[src/rtl/bus_capture_pkg.sv]
// Shared constants and helpers for the bus capture FIFO slice.
package bus_capture_pkg;

    localparam int WIDTH_DEFAULT = 8;
    localparam int DEPTH_DEFAULT = 4;

    // Value seen on an undriven bus because of the pull-ups.
    localparam logic [WIDTH_DEFAULT-1:0] FLOAT_VALUE = {WIDTH_DEFAULT{1'b1}};

    // Occupancy must be able to represent 0..depth inclusive.
    function automatic int count_width(input int depth);
        return $clog2(depth) + 1;
    endfunction

endpackage

[src/rtl/capture_fifo_mem.sv]
// Register-array storage for the capture FIFO: one write port, one asynchronous read port.
module capture_fifo_mem #(
    parameter int WIDTH = 8,
    parameter int DEPTH = 4
) (
    input  logic                     clk_i,
    input  logic                     wrEn_i,
    input  logic [$clog2(DEPTH)-1:0] wrAddr_i,
    input  logic [WIDTH-1:0]         wrData_i,
    input  logic [$clog2(DEPTH)-1:0] rdAddr_i,
    output logic [WIDTH-1:0]         rdData_o
);

    logic [WIDTH-1:0] mem_q [DEPTH];

    // Contents are deliberately never cleared; occupancy tracking decides what is valid.
    always_ff @(posedge clk_i) begin
        if (wrEn_i) begin
            mem_q[wrAddr_i] <= wrData_i;
        end
    end

    assign rdData_o = mem_q[rdAddr_i];

endmodule

[src/rtl/bus_capture_fifo.sv]
// Samples the shared bus on each strobe rising edge into a FWFT FIFO drained by valid/ready.
// Optional macro BUS_CAPTURE_FLOAT_CHECK_EN flags captures of an undriven bus instead of storing them.
module bus_capture_fifo
    import bus_capture_pkg::*;
#(
    parameter int WIDTH = WIDTH_DEFAULT,
    parameter int DEPTH = DEPTH_DEFAULT
) (
    input  logic                          port1,
    input  logic                          port2,
    input  logic [WIDTH-1:0]              port3,
    input  logic                          port4,
    input  logic                          port5,
    output logic [WIDTH-1:0]              port6,
    output logic                          port7,
    input  logic                          port8,
    output logic                          port9,
    output logic [count_width(DEPTH)-1:0] port10,
    output logic                          port11
);

    localparam int PW = $clog2(DEPTH);
    localparam int CW = count_width(DEPTH);
    localparam logic [CW-1:0] FullCount = CW'(DEPTH);
    localparam logic [WIDTH-1:0] FloatWord = {WIDTH{FLOAT_VALUE[0]}};

    logic [PW-1:0]    wrPtr_q, wrPtr_d;
    logic [PW-1:0]    rdPtr_q, rdPtr_d;
    logic [CW-1:0]    count_q, count_d;
    logic             sPrev_q;
    logic             overflow_q, overflow_d;
    logic             captureEvt, captureOk, push, pop, headValid;
    logic [WIDTH-1:0] wrData, rdData;

    assign captureEvt = port5 & ~sPrev_q;
    assign headValid  = (count_q != '0);
    assign pop        = headValid & port8;

`ifdef BUS_CAPTURE_FLOAT_CHECK_EN
    logic floatErr_q;

    assign captureOk = captureEvt & ~port4;
    assign wrData    = port3;

    always_ff @(posedge port1) begin
        if (port2) begin
            floatErr_q <= 1'b0;
        end else if (captureEvt && port4) begin
            floatErr_q <= 1'b1;
        end
    end

    assign port11 = floatErr_q;
`else
    assign captureOk = captureEvt;
    assign wrData    = port4 ? FloatWord : port3;
    assign port11    = 1'b0;
`endif

    // A full FIFO still accepts a capture when the head leaves in the same cycle.
    always_comb begin
        push       = captureOk & ((count_q != FullCount) | pop);
        overflow_d = overflow_q | (captureOk & (count_q == FullCount) & ~pop);
        wrPtr_d    = push ? wrPtr_q + PW'(1) : wrPtr_q;
        rdPtr_d    = pop  ? rdPtr_q + PW'(1) : rdPtr_q;
        count_d    = count_q;
        if (push && !pop) begin
            count_d = count_q + CW'(1);
        end else if (pop && !push) begin
            count_d = count_q - CW'(1);
        end
    end

    always_ff @(posedge port1) begin
        if (port2) begin
            wrPtr_q    <= '0;
            rdPtr_q    <= '0;
            count_q    <= '0;
            sPrev_q    <= 1'b1;
            overflow_q <= 1'b0;
        end else begin
            wrPtr_q    <= wrPtr_d;
            rdPtr_q    <= rdPtr_d;
            count_q    <= count_d;
            sPrev_q    <= port5;
            overflow_q <= overflow_d;
        end
    end

    capture_fifo_mem #(
        .WIDTH(WIDTH),
        .DEPTH(DEPTH)
    ) u_mem (
        .clk_i    (port1),
        .wrEn_i   (push & ~port2),
        .wrAddr_i (wrPtr_q),
        .wrData_i (wrData),
        .rdAddr_i (rdPtr_q),
        .rdData_o (rdData)
    );

    assign port6  = headValid ? rdData : '0;
    assign port7  = headValid;
    assign port9  = overflow_q;
    assign port10 = count_q;

endmodule

[config.mk]
export PLATFORM = sky130hd
export DESIGN_NAME = bus_capture_fifo
export DESIGN_NICKNAME = d
export VERILOG_FILES = /design/src/rtl/bus_capture_pkg.sv /design/src/rtl/capture_fifo_mem.sv /design/src/rtl/bus_capture_fifo.sv
export SDC_FILE = /design/constraint.sdc
export NUM_CORES = 1
export LEC_CHECK = 0
export ABC_CLOCK_PERIOD_IN_PS = 2300
export CAP_MARGIN = 20
export CELL_PAD_IN_SITES_DETAIL_PLACEMENT = 0
export CELL_PAD_IN_SITES_GLOBAL_PLACEMENT = 2
export CORE_AREA = 3 3 70 79
export CTS_CLUSTER_DIAMETER = 100
export DETAILED_ROUTE_END_ITERATION = 8
export DIE_AREA = 0 0 73 82
export MAX_ROUTING_LAYER = met4
export PLACE_DENSITY = 0.73
export SLEW_MARGIN = 20
export SYNTH_ARGS = -nofsm -noshare
export SYNTH_HDL_FRONTEND = slang
export SYNTH_HIERARCHICAL = 1
export SYNTH_SLANG_ARGS = --single-unit
[constraint.sdc]
create_clock -name port1 -period 2.3 [get_ports port1]
set_input_delay 0.46 -clock port1 [delete_from_list [all_inputs] [get_ports port1]]
set_output_delay 0.46 -clock port1 [all_outputs]
set_load 0.01 [all_outputs]
Fig. 1: metal 2
Drawn at 4 px/um.
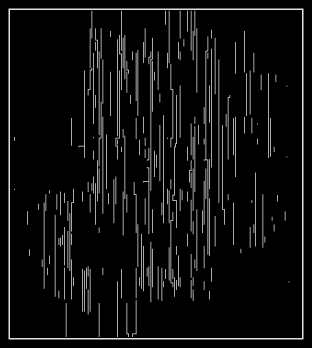
longest straight run = 35.7 um
wire length on this layer = 1,740 um
nets with wire on the layer = 149

Fig. 2: register map, names as in the netlist
Drawn at 4 px/um.
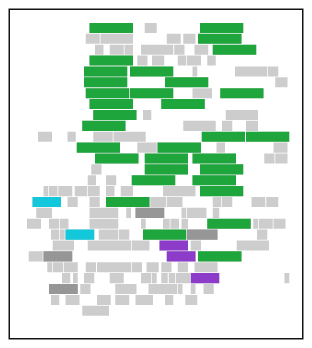
green -> u_mem/mem_q  # sequential cells 32
cyan -> wrPtr_q  # sequential cells 2
purple -> port10  # sequential cells 3
not coloured = 4

Fig. 3: zoomed window
Region (24, 28) to (49, 53) um. Cells in grey, sequential cells in the stronger grey; small squares are vias.
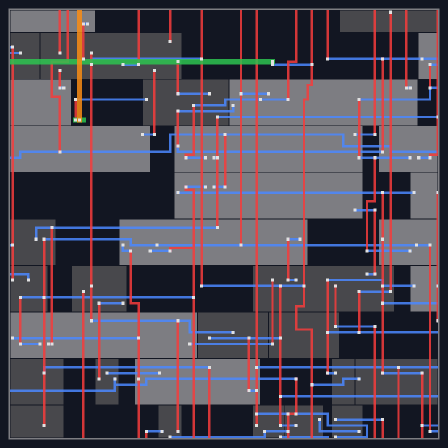
orange -> M4
blue -> M1
red -> M2
green -> M3
netlist names of flops here include = u_mem/mem_q (6), rdPtr_q (1)
most frequent = edfxtp_1 (6)
cells with their middle in the window = 22
sequential cells in the window = 7

==> reports/qor.txt <==
run status -> finished clean
TritonCTS Sinks -> 41
vias per cell -> 4.76
Total GRT Usage -> 12.2%
Worst Path Required -> 1840 ps
Pleak -> 0.887 nW
1st-iter DRT viols -> 46
fill count -> 441
Setup violations, final -> 0
critical path's largest stage delay -> 490 ps
clk_lat worst skew -> 290 ps
Mapped Cells -> 109
most frequent cell after synthesis -> edfxtp_1
largest net degree at the start of global routing -> 13
TritonCTS Buffers -> 5
floorplan net count -> 124
ys cells -> 109
P_sw -> 0.679 mW
Area growth, synth to finish -> 34.1%
GR met2 Demand/Resource -> 21.0%
post-layout period usage -> 95.3%
Critical Path, Cell by Cell -> buf_6 > mux4_2 > and2b_1 > dlygate4sd2_1
final wirelength -> 3.20 mm
Critical Path End Type -> output port
Port-buffer cells -> 25
die footprint -> 5990 um^2
Post-synth top cells -> edfxtp_1 (32), dfxtp_1 (9), or2_2 (9)
Placer Congestion -> 0.689
Finished Layout Cells -> 215
Max Cap Viol -> 0
grt total ovfl -> 0
Root Driver -> clkbuf_8
top post-synthesis cells by area -> edfxtp_1 (55%), dfxtp_1 (10%), mux4_2 (10%), or2_2 (3.2%), and2b_1 (3.0%)
Final #Nets -> 171
First-pass DRT Iterations -> 5
fmax -> 456 MHz
Mean Syn Cell Area -> 16.1 um^2
R2R setup slack -> 150 ps
Async SR Flop Fraction -> 0%
Die Wd -> 73 um
Combinational Area -> 593 um^2
Most common reg cell -> edfxtp_1
num ports -> 27
met3 Usage GRT -> 4.28%
power share of the clock group -> 22.7%
Std-Cell Core Area -> 4900 um^2
via count -> 1,024
cells on worst reg2reg path -> 9
Crit Path Category -> reg2out
clk slew on worst S/H paths -> 70 ps
WHS Path Cells -> 2
Slew Limit Fails -> 0
VDD IR-drop max -> 542 uV
RSZ-0062 raised after global routing -> false
Sequential Area -> 1140 um^2
initial antenna violation count -> 0
routing usage on met1 -> 12.8%
fraction of final layout cells sized beyond drive strength 1 -> 31.8%
Layout Skew -> 4.07 ps
global-route wire length before repair -> 5.15 mm
Pint -> 1.71 mW
Ant. Diodes -> 0
Yosys cell types -> 32
arrival time at the worst endpoint -> 1730 ps
power density over cell area -> 1020 nW/um^2
num rows -> 27
# placed instances -> 206
Die H -> 82 um
Seq pwr share -> 37.2%
sequential area share after synthesis -> 65.1%
Mapped Area -> 1750 um^2
Setup TNS -> 0 ps
Area leader share -> 54.9%
floorplan core density -> 35.8%
CP max FO -> 5
CTS max path bufs -> 2
Synthesis Warnings -> 6
Flops after synth -> 41
type of origin of the critical path -> flop
number of global-route vias before repair -> 1,070
power by group through the flow:
stage / combinational, mW / clock, mW / sequential [mW]
6_report: 0.961 / 0.543 / 0.890
5_1_grt: 1.06 / 0.595 / 0.894
4_1_cts: 0.973 / 0.562 / 0.891
3_5_place_dp: 1.01 / 0 / 0.890
3_3_place_gp: 0.978 / 0 / 0.889
2_1_floorplan: 0.498 / 0 / 0.927
cell type report:
class / count / area share (%)
sequential: 41 / 48.6
multi-input combinational: 60 / 25.3
timing repair buffer: 45 / 18.0
clock buffer: 6 / 3.09
tap: 58 / 3.09
clock inverter: 2 / 1.44
inverter: 3 / 0.479
flip-flops by register name, summed over array words and instances, names as in the netlist:
register / flops
wrPtr_q: 2
port10: 3
sPrev_q: 1
u_mem/mem_q: 32
rdPtr_q: 2
port9: 1
layer usage:
layer | share of wire, % | vias to the layer above | wire length (um)
met2 | 54 | 19 | 1740
met1 | 41 | 510 | 1310
met5 | 0 | - | 0
met4 | 0.62 | 0 | 20
met3 | 4.0 | 2 | 127
li1 | - | 493 | -
logic make-up (layout without fill, tap and decap cells):
kind of cell,Yosys count,count (layout),share of synthesized area [%]
buf+inv,8,56,2.43
xor+xnor,3,3,1.50
simple gates,37,37,14.6
other cells,1,1,0.214
mux,11,11,12.4
compound gates,6,6,1.93
flops,41,41,65.1
fa+ha+maj,2,2,1.86
repair_timing:
action	in CTS	in global routing
gates cloned	0	0
setup endpoints to repair	9	1
hold buffers	0	0
pin swaps	0	1
resized	13	4
setup buffers	0	1
through the flow:
step | setup WS, ps | util (%) | total power [mW] | area, um^2
floorplan | 166 | - | 1.42 | 1750
global placement | -183 | 45.0 | 1.87 | 2200
finish | 108 | 47.9 | 2.39 | 2350
CTS | 5.25 | 47.5 | 2.43 | 2320
global route | 17.1 | 47.9 | 2.55 | 2350
detailed placement | -288 | 45.1 | 1.90 | 2210
cell usage in the layout (no fill, tap or decap), types with 2 or more instances in the layout:
master / instances
a21oi_1: 2
dlygate4sd2_1: 8
o21ai_0: 2
xor2_1: 3
buf_4: 15
and3b_1: 2
and2b_1: 7
nor2b_1: 4
buf_12: 2
inv_1: 3
dfxtp_1: 8
edfxtp_1: 32
clkdlybuf4s50_1: 16
clkbuf_8: 5
or2_2: 9
buf_6: 2
mux4_2: 8
or3_1: 2
nor2_1: 6
path summary, 6_finish.rpt:
path               from         to
max          rdPtr_q[0]   port6[0]
min reg2reg       port9      port9
min               port9      port9
max reg2reg   port10[2]  port10[2]
critical path: cells and delay by family (launching register included):
kind	cells	cell delay, ps
AND/OR/NAND/NOR	1	170
flip-flops	1	360
buffers and inverters	2	420
multiplexers	1	490
Power figures rest on the tool's default switching activity, not on a simulated workload.
